==> run_1/pinout.png <==
(6 px per um) Pins as bars across the die edge, other pins in gray.
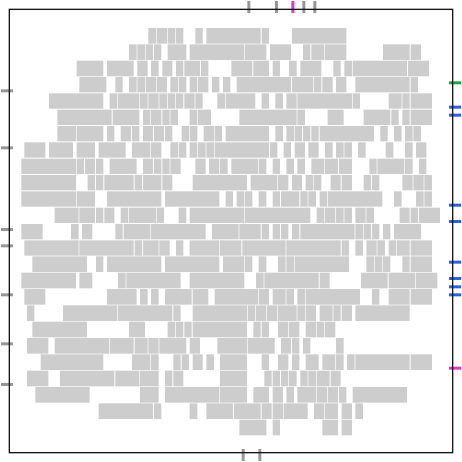
==> run_1/layers.png <==
(6 px per um) Two of the layers only.
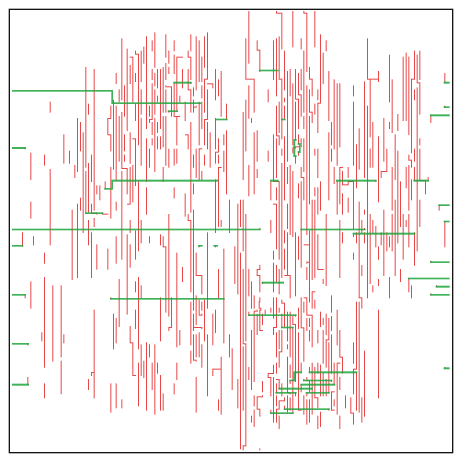
==> run_1/placed.png <==
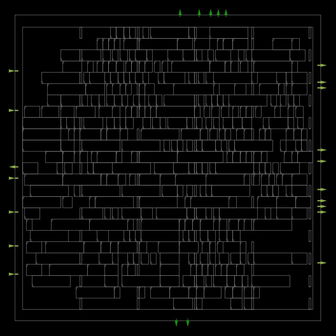
<file path="src/rtl/parking_occupancy_multi.sv">
`default_nettype none
// ============================================================================
//  Module      : parking_occupancy_multi
//  Description : Multi-lane parking lot occupancy counter. Each lane has a
//                synchroniser, a debounce filter and a direction-detect FSM
//                that emits entry/exit/error pulses. A shared saturating
//                counter merges all lanes into the lot occupancy.
//  Revision    : 1.0 - initial release
// ============================================================================
module parking_occupancy_multi #(
    parameter int LANES    = 2,
    parameter int CAP      = 200,
    parameter int DEBOUNCE = 4,
    localparam int CNT_W   = $clog2(CAP + 1)
) (
    input  logic              clk,
    input  logic              reset,
    input  logic [LANES-1:0]  a,
    input  logic [LANES-1:0]  b,
    output logic [LANES-1:0]  inc,
    output logic [LANES-1:0]  dec,
    output logic [LANES-1:0]  lane_err,
    output logic [CNT_W-1:0]  count,
    output logic              full,
    output logic              empty,
    output logic              ovf,
    output logic              unf
);

    // Debounce counter width and signed merge width (room for +/- LANES).
    localparam int DBW = (DEBOUNCE < 1) ? 1 : $clog2(DEBOUNCE + 1);
    localparam int SW  = CNT_W + 4;
    localparam logic signed [SW-1:0] c_cap_s = SW'(CAP);

    typedef enum logic [2:0] {
        S_IDLE  = 3'd0,
        S_E1    = 3'd1,
        S_E2    = 3'd2,
        S_E3    = 3'd3,
        S_X1    = 3'd4,
        S_X2    = 3'd5,
        S_X3    = 3'd6,
        S_ABORT = 3'd7
    } state_t;

    logic [1:0]       r_rst_sync;
    logic             w_rst_n;
    logic [LANES-1:0] w_inc;
    logic [LANES-1:0] w_dec;
    logic [LANES-1:0] w_err;

    // Reset assertion is immediate; release is delayed two clocks to stay clean.
    always_ff @(posedge clk or negedge reset) begin
        if (!reset) begin
            r_rst_sync <= 2'b00;
        end else begin
            r_rst_sync <= {r_rst_sync[0], 1'b1};
        end
    end

    assign w_rst_n = r_rst_sync[1];

    generate
        for (genvar i = 0; i < LANES; i++) begin : g_lane
            logic [1:0]     r_sync1;
            logic [1:0]     r_sync2;
            logic [1:0]     r_filt;
            logic [1:0]     r_cand;
            logic [DBW-1:0] r_dcnt;
            state_t         r_state;
            logic           r_inc;
            logic           r_dec;
            logic           r_err;

            // Two-flop synchroniser for the asynchronous {a,b} beam pair.
            always_ff @(posedge clk or negedge w_rst_n) begin
                if (!w_rst_n) begin
                    r_sync1 <= 2'b00;
                    r_sync2 <= 2'b00;
                end else begin
                    r_sync1 <= {a[i], b[i]};
                    r_sync2 <= r_sync1;
                end
            end

            // Debounce: accept a new level only after it held DEBOUNCE+1 samples.
            always_ff @(posedge clk or negedge w_rst_n) begin
                if (!w_rst_n) begin
                    r_filt <= 2'b00;
                    r_cand <= 2'b00;
                    r_dcnt <= '0;
                end else if (r_sync2 == r_filt) begin
                    r_dcnt <= '0;
                end else if (r_sync2 != r_cand) begin
                    r_cand <= r_sync2;
                    r_dcnt <= DBW'(1);
                end else if (r_dcnt == DBW'(DEBOUNCE)) begin
                    r_filt <= r_cand;
                    r_dcnt <= '0;
                end else begin
                    r_dcnt <= r_dcnt + DBW'(1);
                end
            end

            // Direction FSM; pulses are registered and last a single cycle.
            always_ff @(posedge clk or negedge w_rst_n) begin
                if (!w_rst_n) begin
                    r_state <= S_IDLE;
                    r_inc   <= 1'b0;
                    r_dec   <= 1'b0;
                    r_err   <= 1'b0;
                end else begin
                    r_inc <= 1'b0;
                    r_dec <= 1'b0;
                    r_err <= 1'b0;
                    case (r_state)
                        S_IDLE: begin
                            case (r_filt)
                                2'b10: r_state <= S_E1;
                                2'b01: r_state <= S_X1;
                                2'b11: begin r_state <= S_ABORT; r_err <= 1'b1; end
                                default: ;
                            endcase
                        end
                        S_E1: begin
                            case (r_filt)
                                2'b11: r_state <= S_E2;
                                2'b00: r_state <= S_IDLE;
                                2'b01: begin r_state <= S_ABORT; r_err <= 1'b1; end
                                default: ;
                            endcase
                        end
                        S_E2: begin
                            case (r_filt)
                                2'b01: r_state <= S_E3;
                                2'b10: r_state <= S_E1;
                                2'b00: begin r_state <= S_ABORT; r_err <= 1'b1; end
                                default: ;
                            endcase
                        end
                        S_E3: begin
                            case (r_filt)
                                2'b00: begin r_state <= S_IDLE; r_inc <= 1'b1; end
                                2'b11: r_state <= S_E2;
                                2'b10: begin r_state <= S_ABORT; r_err <= 1'b1; end
                                default: ;
                            endcase
                        end
                        S_X1: begin
                            case (r_filt)
                                2'b11: r_state <= S_X2;
                                2'b00: r_state <= S_IDLE;
                                2'b10: begin r_state <= S_ABORT; r_err <= 1'b1; end
                                default: ;
                            endcase
                        end
                        S_X2: begin
                            case (r_filt)
                                2'b10: r_state <= S_X3;
                                2'b01: r_state <= S_X1;
                                2'b00: begin r_state <= S_ABORT; r_err <= 1'b1; end
                                default: ;
                            endcase
                        end
                        S_X3: begin
                            case (r_filt)
                                2'b00: begin r_state <= S_IDLE; r_dec <= 1'b1; end
                                2'b11: r_state <= S_X2;
                                2'b01: begin r_state <= S_ABORT; r_err <= 1'b1; end
                                default: ;
                            endcase
                        end
                        default: begin
                            // ABORT: wait for both beams clear before rearming.
                            if (r_filt == 2'b00) begin
                                r_state <= S_IDLE;
                            end
                        end
                    endcase
                end
            end

            assign w_inc[i] = r_inc;
            assign w_dec[i] = r_dec;
            assign w_err[i] = r_err;
        end
    endgenerate

    assign inc      = w_inc;
    assign dec      = w_dec;
    assign lane_err = w_err;

    logic [3:0]             w_n_in;
    logic [3:0]             w_n_out;
    logic signed [SW-1:0]   w_sum;
    logic [CNT_W-1:0]       w_next;
    logic                   w_ovf;
    logic                   w_unf;
    logic [CNT_W-1:0]       r_count;
    logic                   r_full;
    logic                   r_empty;
    logic                   r_ovf;
    logic                   r_unf;

    // Net all lane completions, then clamp to [0, CAP].
    always_comb begin
        w_n_in  = 4'd0;
        w_n_out = 4'd0;
        for (int i = 0; i < LANES; i++) begin
            w_n_in  = w_n_in  + {3'b000, w_inc[i]};
            w_n_out = w_n_out + {3'b000, w_dec[i]};
        end
        w_sum = $signed({4'b0000, r_count})
              + $signed({{CNT_W{1'b0}}, w_n_in})
              - $signed({{CNT_W{1'b0}}, w_n_out});
        w_ovf = (w_sum > c_cap_s);
        w_unf = (w_sum < 0);
        if (w_ovf) begin
            w_next = CNT_W'(CAP);
        end else if (w_unf) begin
            w_next = '0;
        end else begin
            w_next = w_sum[CNT_W-1:0];
        end
    end

    // Occupancy register with full/empty decoded from the next value.
    always_ff @(posedge clk or negedge w_rst_n) begin
        if (!w_rst_n) begin
            r_count <= '0;
            r_full  <= 1'b0;
            r_empty <= 1'b1;
            r_ovf   <= 1'b0;
            r_unf   <= 1'b0;
        end else begin
            r_count <= w_next;
            r_full  <= (w_next == CNT_W'(CAP));
            r_empty <= (w_next == '0);
            r_ovf   <= r_ovf | w_ovf;
            r_unf   <= r_unf | w_unf;
        end
    end

    assign count = r_count;
    assign full  = r_full;
    assign empty = r_empty;
    assign ovf   = r_ovf;
    assign unf   = r_unf;

endmodule
`default_nettype wire

</file>
<file path="config.mk">
export PLATFORM = sky130hd
export DESIGN_NAME = parking_occupancy_multi
export DESIGN_NICKNAME = d
export VERILOG_FILES = /design/src/rtl/parking_occupancy_multi.sv
export SDC_FILE = /design/constraint.sdc
export NUM_CORES = 1
export LEC_CHECK = 0
export ABC_AREA = 1
export CAP_MARGIN = 20
export CORE_MARGIN = 1.5
export CORE_UTILIZATION = 60
export DETAILED_ROUTE_END_ITERATION = 8
export MAX_ROUTING_LAYER = met4
export PLACE_DENSITY = 0.89
export SLEW_MARGIN = 20
export SYNTH_ARGS = -nofsm -noshare
export SYNTH_HDL_FRONTEND = slang
export SYNTH_SLANG_ARGS = --single-unit
</file>
<file path="constraint.sdc">
create_clock -name clk -period 4.15 [get_ports clk]
set_input_delay 0.6225 -clock clk [delete_from_list [all_inputs] [get_ports clk]]
set_output_delay 0.6225 -clock clk [all_outputs]
set_load 0.01 [all_outputs]
</file>
==> flow_summary.toml, run 1 <==
# generated from flow reports
[run_status]
status = "finished clean"

[detailed_routing]
drt-met1-wl_um = 2520
top_signal_layer_used = "met4"
routed_via_density = 5.31
drt_pre_antenna_iters = 5
vias = 2453
drt-total-wl_um = 5770
detail_route.wl_per_cell_um = 12.5
initialDrtViolationCount = 245
antenna_left = 0
detail_route.drc_violations = 0
route.met3.wl_um = 251
wl_met2_um = 2910

[setup_path]
cp-start-kind = "register"
critical_path_required_ps = 4390
rr_endpoint = "empty"
worstSetupEndpointType = "register"
crit_path_end = "empty"
crit_path_cell_count = 16
cp.arrival_ps = 3120
cell_chain_of_the_critical_path = "fa_1 -> inv_1 -> fa_1 -> inv_1 -> ha_1 -> fa_1 -> nand2_1 -> nand2_1 -> nand3_1 -> nand3_1 -> nand2_1 -> nand3_1 -> nand3_1 -> nand2_1 -> nand2_1 -> nor2_1"
cp_launch_point = "g_lane[0].r_inc"
crit-reg2reg-launch = "g_lane[0].r_inc"
cell_with_the_most_instances_on_the_worst_path = "nand2_1"
critical_path.slowest_cell = "fa_1"
reg2reg_setup_slack_ps = 1280
worstPathMaxFanout = 3
worst_path_largest_cell_delay_ps = 540
cp_top_family = "adder cells"
cp.buffers_inverters = 2

[final_layout]
final_design_utilization = 0.707
antennaDiodeCount = 0
combAreaFraction = 0.442
nMultiInputCombCells = 252
drive_gt1_frac = 0.0734
areaGrowthSynthToFinish_pct = 12.2
sequential_cell_area_in_the_final_layout_sq_mm = 0.00121
number_of_flip_flops_in_the_largest_register = 8
area_share_nonclk_buffers = 0.0685
nNetsFinal = 430
nClkBuffers = 5
count_of_inverters_other_than_clock_inverters_in_the_layout = 64
design_area_sq_mm = 0.00336
final_common_cell = "nand2_1"
area.share.sequential = 0.359
lay_top_cells = "80 x nand2_1, 59 x inv_1, 46 x dfrtp_1, 35 x nor2_1, 27 x ha_1"
stdcell_count = 462
nNonClkBuffers = 23
ff_count = 48
layout.area.comb_sq_mm = 0.00149

[clocking]
cts-root-to-sink-buffers = 2
post_cts.repair.setup_buffers = 0
post_cts_resize_count = 0
cts.hold.buffers_added = 0
clock_tree.root_cell = "clkbuf_8"
path_clk_slew_ps = 90
worstSkewPairLatency_ps = 300
tritoncts = "done"
htreeDepth = 2
numClockSinks = 48
tritoncts.num_buffers = 5

[timing]
min_period_over_period = 0.693
rsz0062_at_grt = "false"
timing.final.max_slew_violations = 0
finalHoldViolations = 0
skew_ps = 6.60
fin_hold_ws_ps = 339
maxClockFrequency_mhz = 348
layout_min_cycle_time_ps = 2870
fin_setup_tns_ps = 0
setup-violations-final = 0

[synth]
synth_top_flop_cell = "dfrtp_1"
post_synth_fa_ha_maj_area_fraction = 0.133
netlist_area_sq_mm = 0.00300
yosys.stat.chipArea_sq_mm = 0.00300
synth_dominant_cell_count = "nand2_1"
synthCells = 372
synth-edff-count = 0
ys_ff = 48
synth.comb.largest_family = "simple AND/OR/NAND/NOR gates"
synthXorXnorAreaFrac = 0.0205
ys_seq_frac = 0.401
synthSimpleGateAreaFrac = 0.234
topCellsByArea = "dfrtp_1 39%, ha_1 11%, nand2_1 10%, inv_1 7.4%, nor2_1 4.4%"
netlist.top_cell.by_area = "dfrtp_1"
async_flop_share = 1.00
synth.yosys.num_cells = 372
unique_masters_post_synth = 32
max_area_cell_share = 0.393
mux_area_frac = 0.0150
netlist_top_cells_count = "80 x nand2_1, 59 x inv_1, 47 x dfrtp_1"
yosys_warnings = 0

[grt]
number_of_antenna_violations_at_the_first_check_in_global_routing = 0
grt.busiest_layer = "met2"
grt_use_met1 = 0.285
use_met2 = 0.406
total_grt_usage = 0.240
wire_length_of_the_first_global_routing_pass_um = 9780
first_global_vias = 2339
grt-ovfl-total = 0
groute.layer.met3.usage = 0.0370

[pwr]
switching_share = 0.432
p_clk_mw = 0.345
pwr-share-seq = 0.336
clockPowerShare = 0.181
power.net_switching_mw = 0.822
p_int_mw = 1.08
power_frac_comb = 0.483
power.ir.vdd_worst_v = 0.000333
power_combinational_mw = 0.919
power.density_cell_area_mw_per_mm2 = 566
largestPowerGroup = "combinational cells"
leakage_nw = 1.72

[placement]
post-dp-hpwl_um = 4310
place_congestion = 0.996
dp_slack_ps = 1340
postPlaceCellArea_sq_mm = 0.00324

[run]
warnings = 41
timing.max_cap.violations = 0

[worst_hold_path]
hold_path_class = "reg -> async"

[floorplanning]
initial_core_util = 0.630
rows = 25
num_io_pins = 24
floorplan.die.height_um = 73.7
floorplan.die_area_sq_mm = 0.00543
tap-cell-count = 67
-- pinout.png (at the start) --
Blue shows `count`, pins 8, direction output, edge east. Green shows `full`, pins 1, direction output, edge east. Magenta shows `lane_err`, pins 2, direction output, edge 1 east, 1 north.

-- layers.png (at the start) --
Green shows M3, wire length 252 um. Red shows M2, wire length 2,910 um.

-- placed.png (at the start) --
area of the core: 0.00475 sq mm
number of filler cells placed in the layout: 368

==> run_1/port_trees.png <==
(4 px per um)
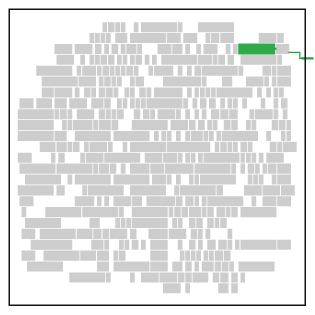

==> run 1 -> run 2 <==
CORE_UTILIZATION = 53   (was 60)
PLACE_DENSITY = 0.84   (was 0.89)
clock period = 2.3 ns   (was 4.15 ns; I/O delays follow)
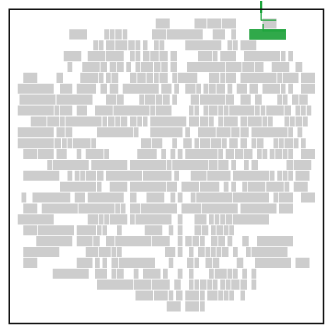
(run_2/port_trees.png)
(4 px per um)
Green shows `full`, bits 1, direction output, edge north, end cells 1, buffers 1, wire 13.1 um.

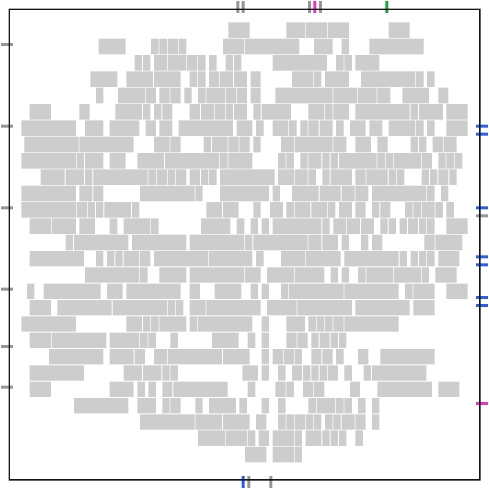
(run_2/pinout.png)
(6 px per um) Pins as bars across the die edge, other pins in gray.
Magenta shows `lane_err`, pins 2, direction output, edge 1 north, 1 east. Blue shows `count`, pins 8, direction output, edge 7 east, 1 south. Green shows `full`, pins 1, direction output, edge north.
All pins by edge: 9 east, 6 west, 6 north, 3 south.

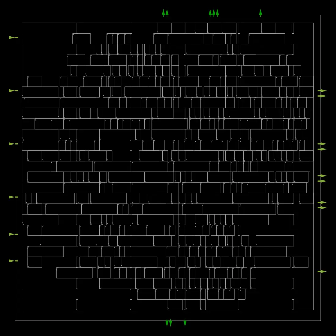
(run_2/placed.png)
area of the core: 0.00547 sq mm
Flop Count: 48
number of well taps: 72
fraction of area in registers: 0.335

==> run 2 against run 1 <==
Against the previous run: the run now ends with setup timing left; sequential share of layout area shrank 2.4 points; combinational power grew 130%; first-iteration DRC count shrank 51%; critical path depth shrank 1; non-clock buffer count grew 15; synthesized area is the same; wire length grew 4.5%; largest power group unchanged; power grew 98%; critical path type unchanged; final cell count grew 4.3%; maximum frequency grew 4.1%; core utilization shrank 5.1 points.
==> flow_summary.toml, run 2 <==
# generated from flow reports
[run_status]
status = "finished with violations"
failing_checks = "setup timing"

[timing]
skew_ps = 11.3
layout_min_cycle_time_ps = 2760
min_period_over_period = 1.20
timing.final.max_slew_violations = 0
setup-violations-final = 12
timing.final.ws_setup_ps = -460

[floorplanning]
floorplan.die.height_um = 78.2
num_io_pins = 24

[clocking]
cts.hold.buffers_added = 0
htreeDepth = 2
numClockSinks = 48
tritoncts.num_buffers = 5
post_cts.repair.setup_buffers = 2

[setup_path]
worstPathMaxFanout = 5
cp.buffers_inverters = 4
crit_path_end = "empty"
cp_top_family = "adder cells"
crit-reg2reg-launch = "g_lane[1].r_dec"
cp-start-kind = "register"
cell_with_the_most_instances_on_the_worst_path = "inv_2"

[detailed_routing]
vias = 2521
detail_route.drc_violations = 0
wl_met2_um = 3070
detail_route.wl_per_cell_um = 12.5
drt_pre_antenna_iters = 4
drt-met1-wl_um = 2640

[pwr]
power_combinational_mw = 2.10
switching_share = 0.452
leakage_nw = 1.80
clockPowerShare = 0.139
p_int_mw = 2.06
power.ir.vdd_worst_v = 0.000794

[synth]
netlist.top_cell.by_area = "dfrtp_1"
synth_dominant_cell_count = "nand2_1"
mux_area_frac = 0.0150
synthCells = 372
synth-edff-count = 0
ys_seq_frac = 0.401
synth.yosys.num_cells = 372
netlist_top_cells_count = "80 x nand2_1, 59 x inv_1, 47 x dfrtp_1"
netlist_area_sq_mm = 0.00300
ys_ff = 48
unique_masters_post_synth = 32
synth.comb.largest_family = "simple AND/OR/NAND/NOR gates"

[grt]
groute.layer.met3.usage = 0.0453
grt_use_met1 = 0.239

[placement]
post-dp-hpwl_um = 4370
postPlaceCellArea_sq_mm = 0.00335
dp_slack_ps = -410

[worst_hold_path]
hold_path_class = "reg -> async"

[final_layout]
nMultiInputCombCells = 252
final_common_cell = "nand2_1"
area_share_nonclk_buffers = 0.0976
areaGrowthSynthToFinish_pct = 19.8
nNonClkBuffers = 38
nNetsFinal = 445
layout.area.comb_sq_mm = 0.00161
combAreaFraction = 0.448
design_area_sq_mm = 0.00359
nFillCells = 459

[run]
warnings = 44
Power and IR drop assume default switching activity.
